## src/rtl/ddr5_bank_resp.sv

```systemverilog
// Single-bank DDR5 responder: tracks bank state, enforces ACT/PRE/write-recovery timing, returns read strobes.
// Optional macro BANK_VIOL_CHECK_EN enables the sticky protocol-violation flag and captured code.
module ddr5_bank_resp #(
    parameter int unsigned t_act = 8,
    parameter int unsigned t_pre = 8,
    parameter int unsigned t_rl  = 4,
    parameter int unsigned t_wr  = 4
) (
    input  logic       clk,
    input  logic       rst,
    input  logic [3:0] cmd,
    output logic       busy,
    output logic       bank_open,
    output logic       rd_data_valid,
    output logic [7:0] rd_cnt,
    output logic       viol,
    output logic [3:0] viol_code
);

    typedef enum logic [1:0] {CLOSED, ACTIVATING, OPEN, PRECHARGING} state_t;
    typedef enum logic [3:0] {
        CMD_ACT = 4'b1000,
        CMD_RD  = 4'b0100,
        CMD_RDA = 4'b1100,
        CMD_WR  = 4'b0111,
        CMD_WRA = 4'b0101,
        CMD_PRE = 4'b1101
    } cmd_t;

    state_t          state, state_n;
    logic [7:0]      cnt, cnt_n;
    logic [7:0]      wr_cnt, wr_n;
    logic [t_rl-1:0] pipe, pipe_n;
    logic            ap, ap_n;
    logic            valid_n, busy_n, push, illegal;
    logic            is_act, is_rd, is_wr, is_pre, is_auto, is_nop;

    always_comb begin
        is_act  = (cmd == CMD_ACT);
        is_rd   = (cmd == CMD_RD) || (cmd == CMD_RDA);
        is_wr   = (cmd == CMD_WR) || (cmd == CMD_WRA);
        is_pre  = (cmd == CMD_PRE);
        is_auto = (cmd == CMD_RDA) || (cmd == CMD_WRA);
        is_nop  = !(is_act || is_rd || is_wr || is_pre);

        illegal = 1'b0;
        case (state)
            CLOSED:      illegal = is_rd || is_wr;
            ACTIVATING:  illegal = !is_nop;
            OPEN:        illegal = is_act || ((is_rd || is_wr) && ap) || (is_pre && (wr_cnt != '0));
            PRECHARGING: illegal = !is_nop;
            default:     illegal = 1'b0;
        endcase

        state_n = state;
        cnt_n   = cnt;
        ap_n    = ap;
        push    = 1'b0;
        wr_n    = (wr_cnt != '0) ? wr_cnt - 8'd1 : '0;

        case (state)
            CLOSED: begin
                if (is_act) begin
                    state_n = ACTIVATING;
                    cnt_n   = 8'(t_act - 1);
                end
            end
            ACTIVATING: begin
                if (cnt == '0) state_n = OPEN;
                else           cnt_n = cnt - 8'd1;
            end
            OPEN: begin
                if (!illegal) begin
                    push = is_rd;
                    if (is_wr)   wr_n = 8'(t_wr);
                    if (is_auto) ap_n = 1'b1;
                    if (is_pre) begin
                        state_n = PRECHARGING;
                        cnt_n   = 8'(t_pre - 1);
                        ap_n    = 1'b0;
                    end
                end
            end
            PRECHARGING: begin
                if (cnt == '0) state_n = CLOSED;
                else           cnt_n = cnt - 8'd1;
            end
            default: state_n = CLOSED;
        endcase

        pipe_n  = (pipe << 1) | t_rl'(push);
        valid_n = pipe[t_rl-1];

        // Auto-precharge looks at post-edge recovery/pipe values so it fires on the edge they drain.
        if (ap_n && (state_n == OPEN) && (wr_n == '0) && (pipe_n == '0)) begin
            state_n = PRECHARGING;
            cnt_n   = 8'(t_pre - 1);
            ap_n    = 1'b0;
        end

        busy_n = (state_n == ACTIVATING) || (state_n == PRECHARGING) || (pipe_n != '0)
               || valid_n || (wr_n != '0) || ap_n;
    end

    always_ff @(posedge clk) begin
        if (!rst) begin
            state         <= CLOSED;
            cnt           <= '0;
            wr_cnt        <= '0;
            pipe          <= '0;
            ap            <= 1'b0;
            busy          <= 1'b0;
            bank_open     <= 1'b0;
            rd_data_valid <= 1'b0;
            rd_cnt        <= '0;
        end else begin
            state         <= state_n;
            cnt           <= cnt_n;
            wr_cnt        <= wr_n;
            pipe          <= pipe_n;
            ap            <= ap_n;
            busy          <= busy_n;
            bank_open     <= (state_n == OPEN);
            rd_data_valid <= valid_n;
            rd_cnt        <= rd_cnt + 8'(valid_n);
        end
    end

`ifdef BANK_VIOL_CHECK_EN
    always_ff @(posedge clk) begin
        if (!rst) begin
            viol      <= 1'b0;
            viol_code <= '0;
        end else if (!viol && illegal) begin
            viol      <= 1'b1;
            viol_code <= cmd;
        end
    end
`else
    assign viol      = 1'b0;
    assign viol_code = '0;
`endif

endmodule

```

## config.mk

```make
export PLATFORM = sky130hd
export DESIGN_NAME = ddr5_bank_resp
export DESIGN_NICKNAME = d
export VERILOG_FILES = /design/src/rtl/ddr5_bank_resp.sv
export SDC_FILE = /design/constraint.sdc
export NUM_CORES = 1
export LEC_CHECK = 0
export ABC_AREA = 0
export ABC_CLOCK_PERIOD_IN_PS = 4400
export CAP_MARGIN = 10
export CELL_PAD_IN_SITES_DETAIL_PLACEMENT = 1
export CELL_PAD_IN_SITES_GLOBAL_PLACEMENT = 1
export CORE_ASPECT_RATIO = 0.8
export CORE_MARGIN = 2
export CORE_UTILIZATION = 40
export CTS_BUF_LIST = sky130_fd_sc_hd__clkbuf_8
export DETAILED_ROUTE_END_ITERATION = 10
export GPL_TIMING_DRIVEN = 0
export PLACE_DENSITY = 0.75
export REMOVE_ABC_BUFFERS = 1
export SLEW_MARGIN = 30
export SYNTH_ARGS = -nofsm -noshare
export SYNTH_HDL_FRONTEND = slang
export SYNTH_SLANG_ARGS = --single-unit
```

## constraint.sdc

```tcl
create_clock -name clk -period 4.4 [get_ports clk]
set_input_delay 0.66 -clock clk [delete_from_list [all_inputs] [get_ports clk]]
set_output_delay 0.66 -clock clk [all_outputs]
set_load 0.05 [all_outputs]
```

==> results.ini, run 1 <==
[worst_hold_path]
hp-start=pipe[0]$_SDFF_PN0_

[clock_network]
cts_root_buf=clkbuf_8
clk_pin_slew_ns=0.07

[outcome]
status=finished, final reports clean

[timing]
max_freq_ghz=0.4111
final_hold_viol_count=0
rsz0062_at_grt=false

[global_route]
grt-ovfl-total=0
grtUsageMet2_pct=33.25

[final_layout]
largestClassByArea=multi-input combinational cells
area.combinational_um2=945.9
nFillCells=489
final_layout_size_suffix_gt1_share_pct=11.00

[synth]
ys_async_sr_fraction_pct=0
xor_share_pct=7.807

[detailed_routing]
wl_per_cell_um=15.06
met1_length_um=1839
ant_nets=0

[worst_setup_path]
worstPathArrival_ns=2.66
required_ns=4.63

[placed_design]
gp_congestion=0.8372

[die]
ioPinCount=22
tap-cell-count=57
die_height_um=62.02

[power]
p_sw_uw=356.3

## run 1: state kept, by name, summed over array words and instances, names as in the netlist
name / cells
cnt: 8
rd_cnt: 8
wr_cnt: 8
pipe: 4
state: 2
ap: 1
bank_open: 1
busy: 1
rd_data_valid: 1
## run 1: how the worst max path moves through the flow
stage                     startpoint                  end  slack, ns  cells past startpoint
after floorplan               cmd[1]  cnt[4]$_SDFFE_PP0P_       2.47                      6
after global placement        cmd[2]  cnt[0]$_SDFFE_PN0P_       1.74                      7
after detailed placement      cmd[2]  cnt[0]$_SDFFE_PN0P_       1.66                      7
after CTS                     cmd[2]  cnt[0]$_SDFFE_PN0P_       1.97                      7
after global routing          cmd[1]  state[0]$_SDFF_PN0_       1.79                      7
final                         cmd[0]  cnt[0]$_SDFFE_PN0P_       1.97                      7
Fig. 1: run 1, selected gate families
Drawn at 4 px/µm.
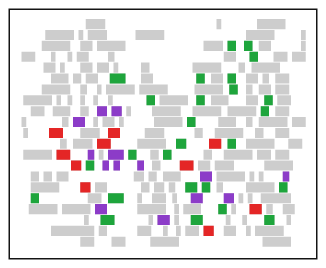
Key: green = AND and OR gates [cells 26]; red = AND-OR and OR-AND gates [cells 10]; purple = inverting AOI/OAI gates [cells 14]
Non-Filler Instances: 257
logic share of the area: 47.37%
most common logic cell in the routed design: dfxtp_1

Fig. 2: run 1, congestion heat map
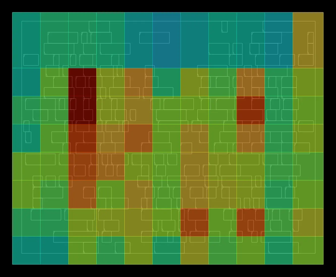
Final Core Density: 48.41%
met1 Use GR: 21.72%

Fig. 3: run 1, cell classes on the final placement
Drawn at 4 px/µm. Fill, decap, tap and diode cells in gray.
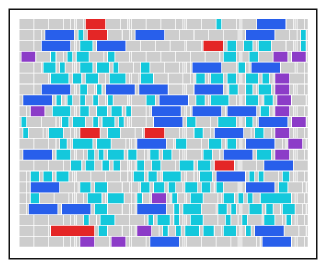
Key: cyan = all other logic [cells 143, share of their area 50%]; red = clock drivers and dummy loads [cells 7, share of their area 5.8%]; purple = other buffers and delay cells [cells 16, share of their area 8.3%]; blue = flip-flops [cells 34, share of their area 35%]
Core Area: 4125 µm²
row cnt: 21
sequential share of cell area: 34.09%

==> inputs of run 2 (changes only) <==
- ABC_CLOCK_PERIOD_IN_PS: 4400 -> 2100
- CORE_UTILIZATION: 40 -> 39
- PLACE_DENSITY: 0.75 -> 0.76
- clock period: 4.4 -> 2.1 ns (I/O delays scaled with it)
Fig. 4: run 2, cell classes on the final placement
Drawn at 4 px/µm. Fill, decap, tap and diode cells in gray.
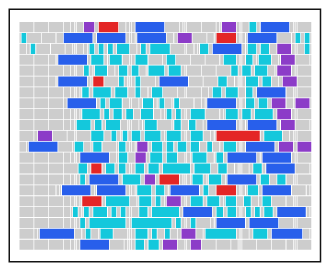
Key: blue = flip-flops [cells 34, share of their area 34%]; cyan = all other logic [cells 143, share of their area 51%]; red = clock drivers and dummy loads [cells 8, share of their area 5.6%]; purple = other buffers and delay cells [cells 21, share of their area 9.7%]
Core Area: 4178 µm²
final non-filler cell area: 2101 µm²

Fig. 5: run 2, congestion heat map
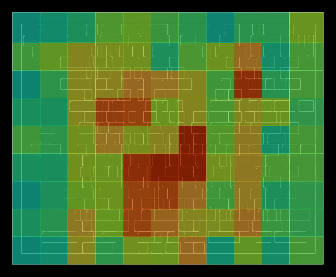
GR Util met2: 26.30%
wire per inst: 15.29 µm
GRT Max-Usage Layer: met2

==> run 2 against run 1 <==
Utilization rose by 1.9 points. Via count is 3.0% higher. Global-route usage is 0.99 points lower. Clock power rose by 110%. Worst hold slack lost 0.0043 ns. Non-clock buffer count is 5 higher. Critical path depth did not move. Area after synthesis unchanged. Cell area rose by 5.2%. Power up 130%. Setup slack worse by 1.9 ns. Highest routed layer unchanged.
==> results.ini, run 2 <==
[synth]
yosysUniqueCellTypes=53
top_area_share_pct=40.45
ys_async_sr_fraction_pct=0

[final_layout]
largestClassByArea=multi-input combinational cells
top_regs=cnt (8), rd_cnt (8), wr_cnt (8)
area.combinational_um2=1006
comb_share_pct=47.89
final_layout_size_suffix_gt1_share_pct=17.48
sh_seq_area_pct=32.64

[placed_design]
gp_congestion=0.8231

[timing]
final_hold_viol_count=0
max_freq_ghz=0.4913

[power]
p_sw_uw=858.7

[detailed_routing]
met1_length_um=1842
num_vias=1389
ant_nets=0

[worst_setup_path]
crit_end=cnt[1]$_SDFFE_PN0P_
crit_start=state[0]$_SDFF_PN0_

[outcome]
status=finished, final reports clean

[clock_network]
cts_root_buf=clkbuf_8
clk_pin_slew_ns=0.08

[worst_hold_path]
hold_end=pipe[1]$_SDFF_PN0_

[die]
die_height_um=62.76
tap-cell-count=57

run 2: cell types whose count changed in the layout (fill, tap and decap cells not counted), sizes merged:
cell      delta
clkbuf       -1
clkinvlp     +2
buf          +5
run 2: repair_timing:
item,4_1_cts,5_1_grt
pin swaps,3,6
cloned,0,0
gates resized,7,8
hold buffers,0,0
setup endpoints to repair,10,12
buffers inserted,1,4
run 2: cells by family after synthesis:
family          share of synthesized area, %
fa+ha+maj                              3.717
flops                                  40.45
compound gates                         11.38
mux                                   0.5948
other cells                           0.2228
buf+inv                                4.239
simple gates                           31.60
xor+xnor                               7.807
run 2: worst max-delay path, cell delays in order, from the launching register on:
cell and delay (ns):
dfxtp_1 0.48, nor4b_1 0.27, nand4b_1 0.14, buf_4 0.18
xor2_1 0.24, nand2b_4 0.23, nor2_1 0.07, o311a_1 0.29
==> inputs of run 3 (changes only) <==
- ABC_CLOCK_PERIOD_IN_PS: 2100 -> not set
- CAP_MARGIN: 10 -> not set
- REMOVE_ABC_BUFFERS: 1 -> not set
Fig. 6: run 3, selected gate families
Drawn at 4 px/µm.
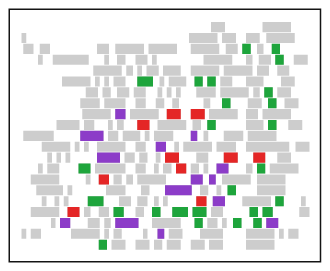
Key: green = AND and OR gates [cells 26]; purple = inverting AOI/OAI gates [cells 14]; red = AND-OR and OR-AND gates [cells 10]
logic share of the area: 47.35%
Non-Filler Instances: 271

Fig. 7: run 3, cells by drive strength
Drawn at 4 px/µm.
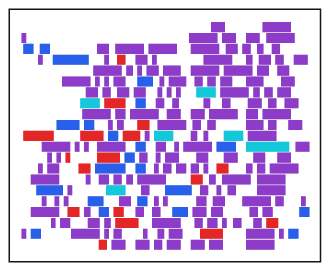
Key: red = drive 2 [cells 17, most used a21oi_2]; purple = drive 1 or less [cells 169, most used dfxtp_1]; blue = drive 3 to 4 [cells 22, most used buf_4]; cyan = drive 6 and up [cells 6, most used clkbuf_8]
nonclk buf count: 29
Synth-to-Final Area Change: 29.07%
final worst slack: 0.05672 ns
final non-filler cell area: 2172 µm²

==> run 3 against run 2 <==
Setup slack got worse by 0.0080 ns. Maximum frequency fell by 0.39%. Sequential share of layout area decreased by 1.2 points. Power is 2.2% higher. Combinational power up 6%. Critical path depth rose by 1. Critical path type unchanged. Largest cell class unchanged. Largest power group unchanged.
==> results.ini, run 3 <==
[clock_network]
cts_root_buf=clkbuf_8
cts_hold_buf=0

[die]
rows=21
die_height_um=62.76
ioPinCount=22

[worst_hold_path]
hp-start=pipe[2]$_SDFF_PN0_
hold_end=pipe[3]$_SDFF_PN0_

[synth]
yosysUniqueCellTypes=53
synthMuxAreaShare_pct=0.5948
xor_share_pct=7.807
top_area_share_pct=40.45
ys_async_sr_fraction_pct=0

[detailed_routing]
ant_nets=0

[global_route]
grtUsageMet2_pct=30.98
grt-ovfl-total=0
grt_use_met1_pct=22.03

[final_layout]
top_regs=cnt (8), rd_cnt (8), wr_cnt (8)
lay_top_count=dfxtp_1

[timing]
final_hold_viol_count=0

[worst_setup_path]
cp_slowest_cell=or4_4
cp_top_family=simple AND/OR/NAND/NOR gates
crit_end=cnt[4]$_SDFFE_PP0P_
path_buffers=1
worstPathArrival_ns=2.22
crit_start=wr_cnt[1]$_SDFF_PN0_

[power]
p_sw_uw=889.1

[outcome]
status=finished, final reports clean

==> run 3: cell counts after synthesis <==
Identical to the previous run, type by type.
==> run 3: layout make-up <==
cell class                 count  area, µm²  share of cell area, %
buffer                         7      45.04                  2.074
inverter                       7      26.28                  1.210
clock inverter                 3      45.04                  2.074
multi-input combinational    136       1028                  47.35
tap                           57      71.32                  3.283
timing repair buffer          22      205.2                  9.447
clock buffer                   5      68.82                  3.168
sequential                    34      681.9                  31.39
==> run 3: cells by family (layout without fill, tap and decap cells) <==
group | count (synthesis) | after routing
adder cells (fa/ha/maj) | 5 | 5
XOR/XNOR | 15 | 15
multiplexers | 1 | 1
buffers and inverters | 14 | 44
flip-flops | 34 | 34
AND/OR/NAND/NOR | 86 | 86
AND-OR/OR-AND | 24 | 24
other | 1 | 5

==> gallery <==
The metal 3 layer.
Drawn at 6 px/µm.
Plate I
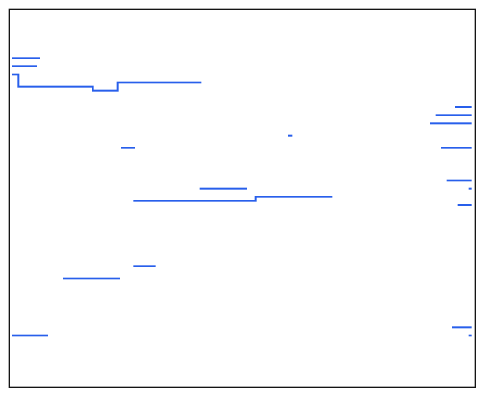
Plate II
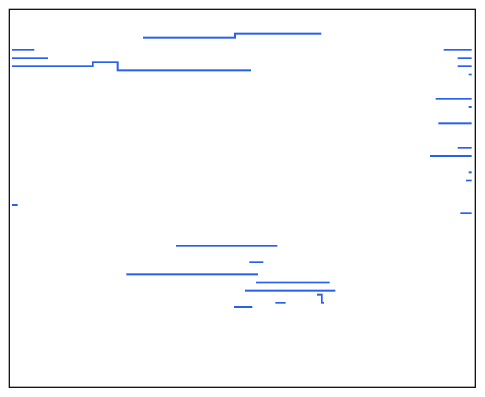
run 2 -> Plate II
run 3 -> Plate I

Key to Plate II:
22 nets have wire on it. The wires run mostly horizontal. The layer carries 186 µm of wire. The longest straight run is 22.1 µm. The layer holds 4.6% of the routed length.

Power and IR drop assume default switching activity.
